`src/rtl/serial_score_adder_pkg.sv`:
```
// serial_score_adder_pkg: shared state encodings and default widths for the score path
package serial_score_adder_pkg;

    localparam int SCORE_W = 16;
    localparam int PTS_W   = 8;

    typedef enum logic [1:0] {
        ST_IDLE   = 2'd0,
        ST_ADD    = 2'd1,
        ST_COMMIT = 2'd2
    } state_t;

endpackage

```
`src/rtl/serial_score_adder_adder_1bit.sv`:
```
// adder_1bit: single full-adder cell
module adder_1bit (
    input  logic a,
    input  logic b,
    input  logic cin,
    output logic sum,
    output logic cout
);

    assign sum  = a ^ b ^ cin;
    assign cout = (a & b) | (cin & (a ^ b));

endmodule

```
`src/rtl/serial_score_adder.sv`:
```
// serial_score_adder: bit-serial score accumulator, one bit per clock through one full adder.
// SCORE_SATURATE_EN defined: saturate score to all ones on carry-out; otherwise wrap.
module serial_score_adder #(
    parameter int WIDTH = serial_score_adder_pkg::SCORE_W,
    parameter int PTS_W = serial_score_adder_pkg::PTS_W
) (
    input  logic             clk,
    input  logic             rst,
    input  logic             clr,
    input  logic             start,
    input  logic [PTS_W-1:0] points,
    output logic             busy,
    output logic             done,
    output logic [WIDTH-1:0] score,
    output logic             overflow
);
    import serial_score_adder_pkg::*;

    localparam int CW = $clog2(WIDTH);
    localparam logic [CW-1:0] LAST = CW'(WIDTH - 1);

    state_t          state;
    logic [WIDTH-1:0] a;
    logic [WIDTH-1:0] b;
    logic            c;
    logic [CW-1:0]   cnt;
    logic            s;
    logic            co;

    adder_1bit u_fa (
        .a    (a[0]),
        .b    (b[0]),
        .cin  (c),
        .sum  (s),
        .cout (co)
    );

    always_ff @(posedge clk) begin
        done <= 1'b0;
        if (rst || clr) begin
            state    <= ST_IDLE;
            busy     <= 1'b0;
            score    <= '0;
            overflow <= 1'b0;
            if (rst) begin
                a   <= '0;
                b   <= '0;
                c   <= 1'b0;
                cnt <= '0;
            end
        end else begin
            case (state)
                ST_IDLE: if (start) begin
                    a     <= score;
                    b     <= WIDTH'(points);
                    c     <= 1'b0;
                    cnt   <= '0;
                    busy  <= 1'b1;
                    state <= ST_ADD;
                end
                ST_ADD: begin
                    // after WIDTH shifts A holds the full sum, LSB first inserted at MSB
                    a     <= {s, a[WIDTH-1:1]};
                    b     <= {1'b0, b[WIDTH-1:1]};
                    c     <= co;
                    cnt   <= cnt + 1'b1;
                    state <= (cnt == LAST) ? ST_COMMIT : ST_ADD;
                end
                ST_COMMIT: begin
`ifdef SCORE_SATURATE_EN
                    score <= c ? '1 : a;
`else
                    score <= a;
`endif
                    overflow <= overflow | c;
                    done     <= 1'b1;
                    busy     <= 1'b0;
                    state    <= ST_IDLE;
                end
                default: begin
                    busy  <= 1'b0;
                    state <= ST_IDLE;
                end
            endcase
        end
    end

endmodule

```
`config.mk`:
```
export PLATFORM = sky130hd
export DESIGN_NAME = serial_score_adder
export DESIGN_NICKNAME = d
export VERILOG_FILES = /design/src/rtl/serial_score_adder_pkg.sv /design/src/rtl/serial_score_adder_adder_1bit.sv /design/src/rtl/serial_score_adder.sv
export SDC_FILE = /design/constraint.sdc
export NUM_CORES = 1
export LEC_CHECK = 0
export ABC_AREA = 0
export ABC_CLOCK_PERIOD_IN_PS = 3050
export CAP_MARGIN = 20
export CORE_MARGIN = 2
export CORE_UTILIZATION = 47
export DETAILED_ROUTE_END_ITERATION = 7
export GPL_ROUTABILITY_DRIVEN = 0
export PLACE_DENSITY_LB_ADDON = 0.25
export SYNTH_ARGS = -nofsm -noshare
export SYNTH_HDL_FRONTEND = slang
export SYNTH_SLANG_ARGS = --single-unit
```
`constraint.sdc`:
```
create_clock -name clk -period 3.05 [get_ports clk]
set_input_delay 0.4575 -clock clk [delete_from_list [all_inputs] [get_ports clk]]
set_output_delay 0.4575 -clock clk [all_outputs]
set_load 0.01 [all_outputs]
```
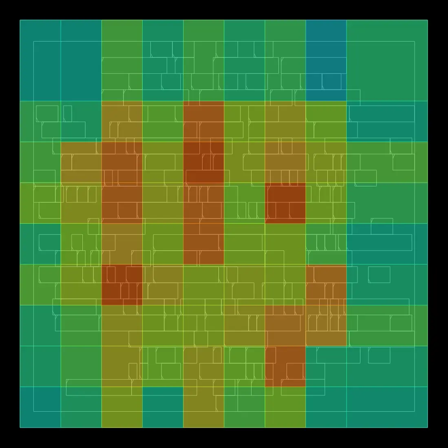
*Track usage over the die, run 1*
Final Util: 0.593
GRT busiest layer: met2
gr usage total: 0.175

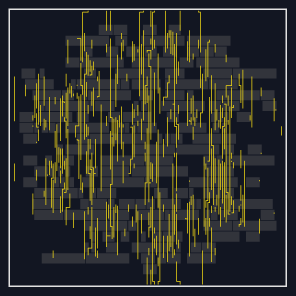
*Metal 2, run 1*
(4 px per um)
nets with wire on the layer: 172
main direction: vertical
longest straight run: 26.5 um
share of all routed wire: 47%
wire length on this layer: 1820 um
wirelength, routed: 3.83 mm
via count: 1306
met2 Use GR: 0.270

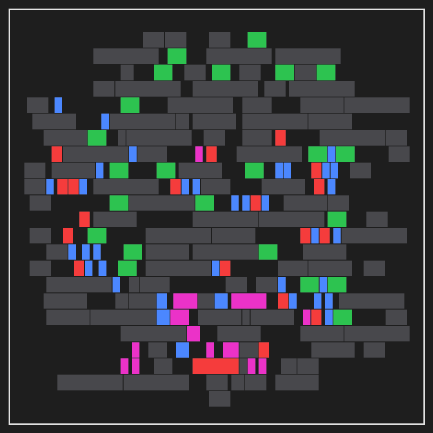
*Gate-type map, run 1*
(6 px per um)
[red] inverting AOI/OAI gates | cells: 19 | most used: a21oi_1
[green] AND-OR and OR-AND gates | cells: 23 | most used: a22o_1
[magenta] NOR gates | cells: 13 | most used: nor2_1 | where: bottom centre
[blue] NAND gates | cells: 36 | most used: nand2_1
most used logic cell in the final layout: nand2_1
combinational share of cell area: 0.260

==> results.json, run 1 <==
{
  "outcome": "complete, no violations",
  "synth_area_per_cell_um2": 12.2,
  "cts_made_buffers": 5,
  "synth-async-reset-ratio": 0,
  "reg2reg_from": "state[0]",
  "fp_nets": 176,
  "drt_iter0_markers": 124,
  "clock_skew_ns": 0.00672,
  "ctsResizeCount": 0,
  "crit_path_max_incr_delay_ns": 0.77,
  "edf_count": 29,
  "postCtsHoldBufs": 0,
  "well_tap_count": 50,
  "synth_cell_types": 26,
  "fin_tns_setup_ns": 0,
  "synth.yosys.chip_area_um2": 1980,
  "finalSetupViolations": 0,
  "slew_viol_final": 0,
  "dr.pass1.iters": 4,
  "aoi_share": 0.151
}
run 1: per-stage QoR:
stage,hold slack [ns],cells,worst slack (ns)
final,0.486,242,0.862
after global routing,0.503,242,0.763
after CTS,0.485,242,0.878
after detailed placement,0.470,234,0.553
after global placement,0.455,234,0.629
after floorplan,0.481,162,0.785
run 1: Yosys cell counts (all sizes together), types with 2 or more instances:
cell,number,share of area
dfxtp,21,0.21
and2,3,0.0095
a22o,23,0.10
inv,2,0.0038
buf,10,0.037
nor2,9,0.021
nand2b,2,0.0063
a21oi,18,0.046
nor2b,2,0.0076
nand2,32,0.061
edfxtp,29,0.44
run 1: power breakdown:
group | internal [uW] | switching [uW] | leakage (uW)
combinational | 27.8 | 34.4 | 0.000288
sequential | 740 | 14.4 | 0.000480
clock | 183 | 200 | 0.0000482
### Sequential cells coloured by netlist name, run 1

(6 px per um)
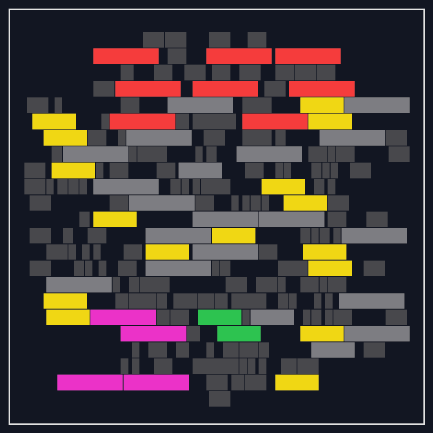

==> run 1 -> run 2 <==
--- a/config.mk
+++ b/config.mk
@@ -6,10 +6,10 @@
 export NUM_CORES = 1
 export LEC_CHECK = 0
 export ABC_AREA = 0
-export ABC_CLOCK_PERIOD_IN_PS = 3050
+export ABC_CLOCK_PERIOD_IN_PS = 2200
 export CAP_MARGIN = 20
 export CORE_MARGIN = 2
-export CORE_UTILIZATION = 47
+export CORE_UTILIZATION = 50
 export DETAILED_ROUTE_END_ITERATION = 7
 export GPL_ROUTABILITY_DRIVEN = 0
 export PLACE_DENSITY_LB_ADDON = 0.25
==> constraint.sdc (replaced) <==
create_clock -name clk -period 2.2 [get_ports clk]
set_input_delay 0.33 -clock clk [delete_from_list [all_inputs] [get_ports clk]]
set_output_delay 0.33 -clock clk [all_outputs]
set_load 0.01 [all_outputs]
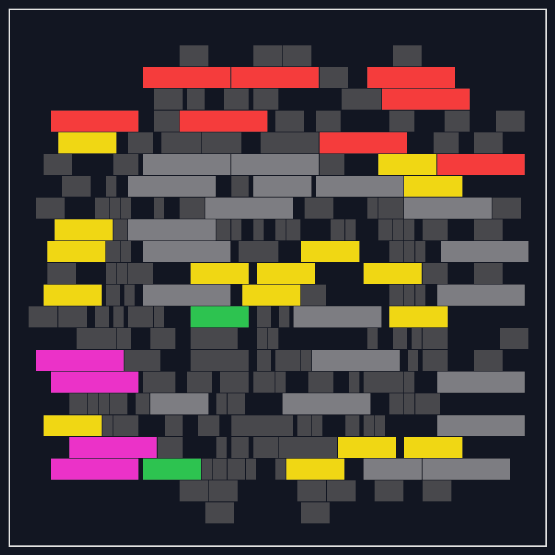
*Sequential cells coloured by netlist name, run 2*
(8 px per um)
[green] `state` | sequential cells: 2
[yellow] `score` | sequential cells: 16
[magenta] `cnt` | sequential cells: 4 | where: lower left
[red] `b` | sequential cells: 8
register area: 1290 um2
Seq group: 1040 uW

==> run 2 against run 1 <==
Sequential power up 38%. Area after synthesis did not move. Sequential share of layout area is 0.67 points lower. Utilization rose by 5.3 points. Clock power grew 41%. Via count stayed put. Flip-flop count is the same. Die area is 5.7% lower.
==> results.json, run 2 <==
{
  "well_tap_count": 48,
  "switchingPower_uw": 354,
  "comb_area_share": 0.257,
  "area_leaders": "edfxtp_1, dfxtp_1, a22o_1",
  "fin_tns_setup_ns": 0,
  "outcome": "complete, no violations",
  "synth_area_per_cell_um2": 12.2,
  "synth.yosys.chip_area_um2": 1980,
  "drt_iter0_markers": 82,
  "reg2reg_from": "state[1]",
  "edf_count": 29,
  "p_clk_frac": 0.323,
  "clock_skew_ns": 0.00549,
  "p_sw_frac": 0.211,
  "pg_comb_uw": 90.4,
  "drt-total-wl_mm": 3.55,
  "slew_viol_final": 0,
  "finalSetupViolations": 0,
  "post-route-util": 0.646,
  "synth-async-reset-ratio": 0
}
run 2: cell counts after synthesis:
Identical to the previous run, type by type.
run 2: worst register-to-register path: stages, from the launching register on:
cell	delay, ns
dfxtp_1	0.51
nor2b_2	0.11
nor2_4	0.45
a22o_1	0.26
run 2: stage by stage:
step	hold slack [ns]	instance area [um2]	cells	setup WS [ns]
2_1_floorplan	0.475	1990	162	0.531
3_3_place_gp	0.454	2330	233	0.152
3_5_place_dp	0.469	2330	233	0.134
4_1_cts	0.481	2420	241	0.445
5_1_grt	0.495	2420	241	0.345
6_report	0.476	2420	241	0.436
run 2: logic make-up after synthesis:
family | synth area share
compound gates | 0.151
fa+ha+maj | 0.0164
simple gates | 0.130
buf+inv | 0.0411
flops | 0.652
xor+xnor | 0.00885
### A small window of the routed layout, run 2

Window x 13 to 53, y 27 to 67 um. Cells in grey, sequential cells in the stronger grey; small squares are vias.
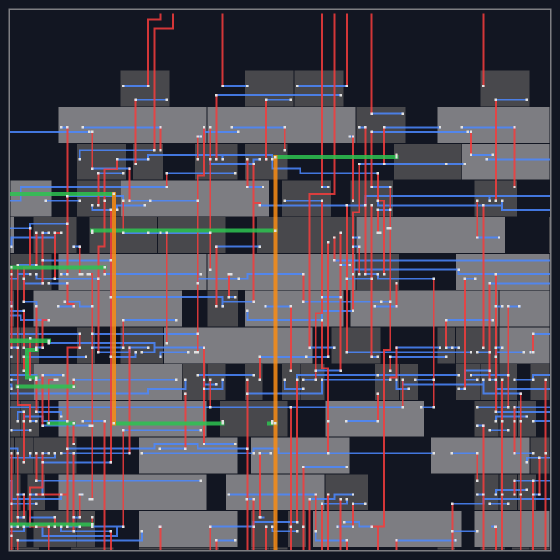

==> run 2 -> run 3 <==
--- a/config.mk
+++ b/config.mk
@@ -6,10 +6,10 @@
 export NUM_CORES = 1
 export LEC_CHECK = 0
 export ABC_AREA = 0
-export ABC_CLOCK_PERIOD_IN_PS = 2200
+export ABC_CLOCK_PERIOD_IN_PS = 1600
 export CAP_MARGIN = 20
 export CORE_MARGIN = 2
-export CORE_UTILIZATION = 50
+export CORE_UTILIZATION = 47
 export DETAILED_ROUTE_END_ITERATION = 7
 export GPL_ROUTABILITY_DRIVEN = 0
 export PLACE_DENSITY_LB_ADDON = 0.25
==> constraint.sdc (replaced) <==
create_clock -name clk -period 1.6 [get_ports clk]
set_input_delay 0.24 -clock clk [delete_from_list [all_inputs] [get_ports clk]]
set_output_delay 0.24 -clock clk [all_outputs]
set_load 0.01 [all_outputs]
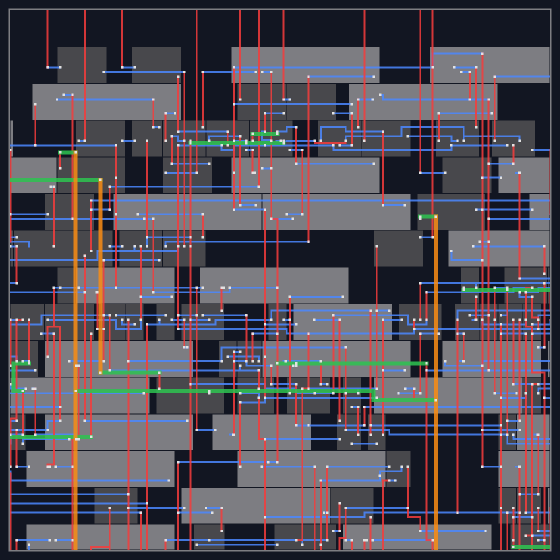
*A small window of the routed layout, run 3*
Window x 14 to 54, y 28 to 68 um. Cells in grey, sequential cells in the stronger grey; small squares are vias.
[orange] met4
[blue] met1
[green] met3
[red] met2
netlist names of flops here include: `a` (9), `b` (7), `score` (6)
sequential cells in the window: 25
cells with their middle in the window: 81
most frequent: edfxtp_1 (19), a22o_1 (15), nand2_1 (12)

==> run 3 against run 2 <==
Non-clock buffer count grew 5. Sequential share of layout area decreased by 1.2 points. Combinational power increased by 53%. Critical path type is now flip-flop to primary output.
==> results.json, run 3 <==
{
  "outcome": "complete, no violations",
  "synth_cell_types": 26,
  "yosys.area.top_type_share": 0.440,
  "synth.yosys.chip_area_um2": 1980,
  "p_clk_uw": 731,
  "grtUsageMet2": 0.294,
  "slew_viol_final": 0,
  "stdcell_area_um2": 2480,
  "p_seq_frac": 0.623,
  "area_leaders": "edfxtp_1, dfxtp_1, a22o_1",
  "finalNonFillerCells": 248,
  "pwr-share-comb": 0.060,
  "cts_made_buffers": 5,
  "dp_cells": 240,
  "lay_top_count": "nand2_1",
  "p_int_uw": 1790,
  "synth_area_per_cell_um2": 12.2,
  "dpl_cell_area_um2": 2390,
  "pre_cts_ws_ns": -0.0789,
  "timing.hold.ws_ns": 0.482,
  "most_common_cell": "nand2_1",
  "postCtsHoldBufs": 0,
  "common_cells": "nand2_1, edfxtp_1, a22o_1, dfxtp_1, a21oi_1",
  "switchingPower_uw": 520,
  "synth-async-reset-ratio": 0,
  "drt_iter0_markers": 106,
  "post-route-util": 0.616,
  "clock_skew_ns": 0.00848,
  "reg2reg_from": "b[0]",
  "top_usage_layer": "met2",
  "drt-total-wl_mm": 3.88
}
[run 3: cell counts after synthesis]
No cell type changed its count.
[run 3: logic make-up after synthesis]
kind of cell             Yosys count  share of synthesized area
AND/OR/NAND/NOR                   54                      0.130
flip-flops                        50                      0.652
AND-OR/OR-AND                     42                      0.151
buffers and inverters             12                     0.0411
XOR/XNOR                           2                    0.00885
adder cells (fa/ha/maj)            2                     0.0164
[run 3: layout make-up]
cell class | instances | area (um2) | share of cell area
Clock inverter | 3 | 21.3 | 0.00857
Sequential cell | 50 | 1300 | 0.522
Multi-Input combinational cell | 100 | 628 | 0.253
Clock buffer | 5 | 68.8 | 0.0277
Inverter | 2 | 7.51 | 0.00302
Timing Repair Buffer | 38 | 398 | 0.160
Tap cell | 50 | 62.6 | 0.0252
Power figures rest on the tool's default switching activity, not on a simulated workload.
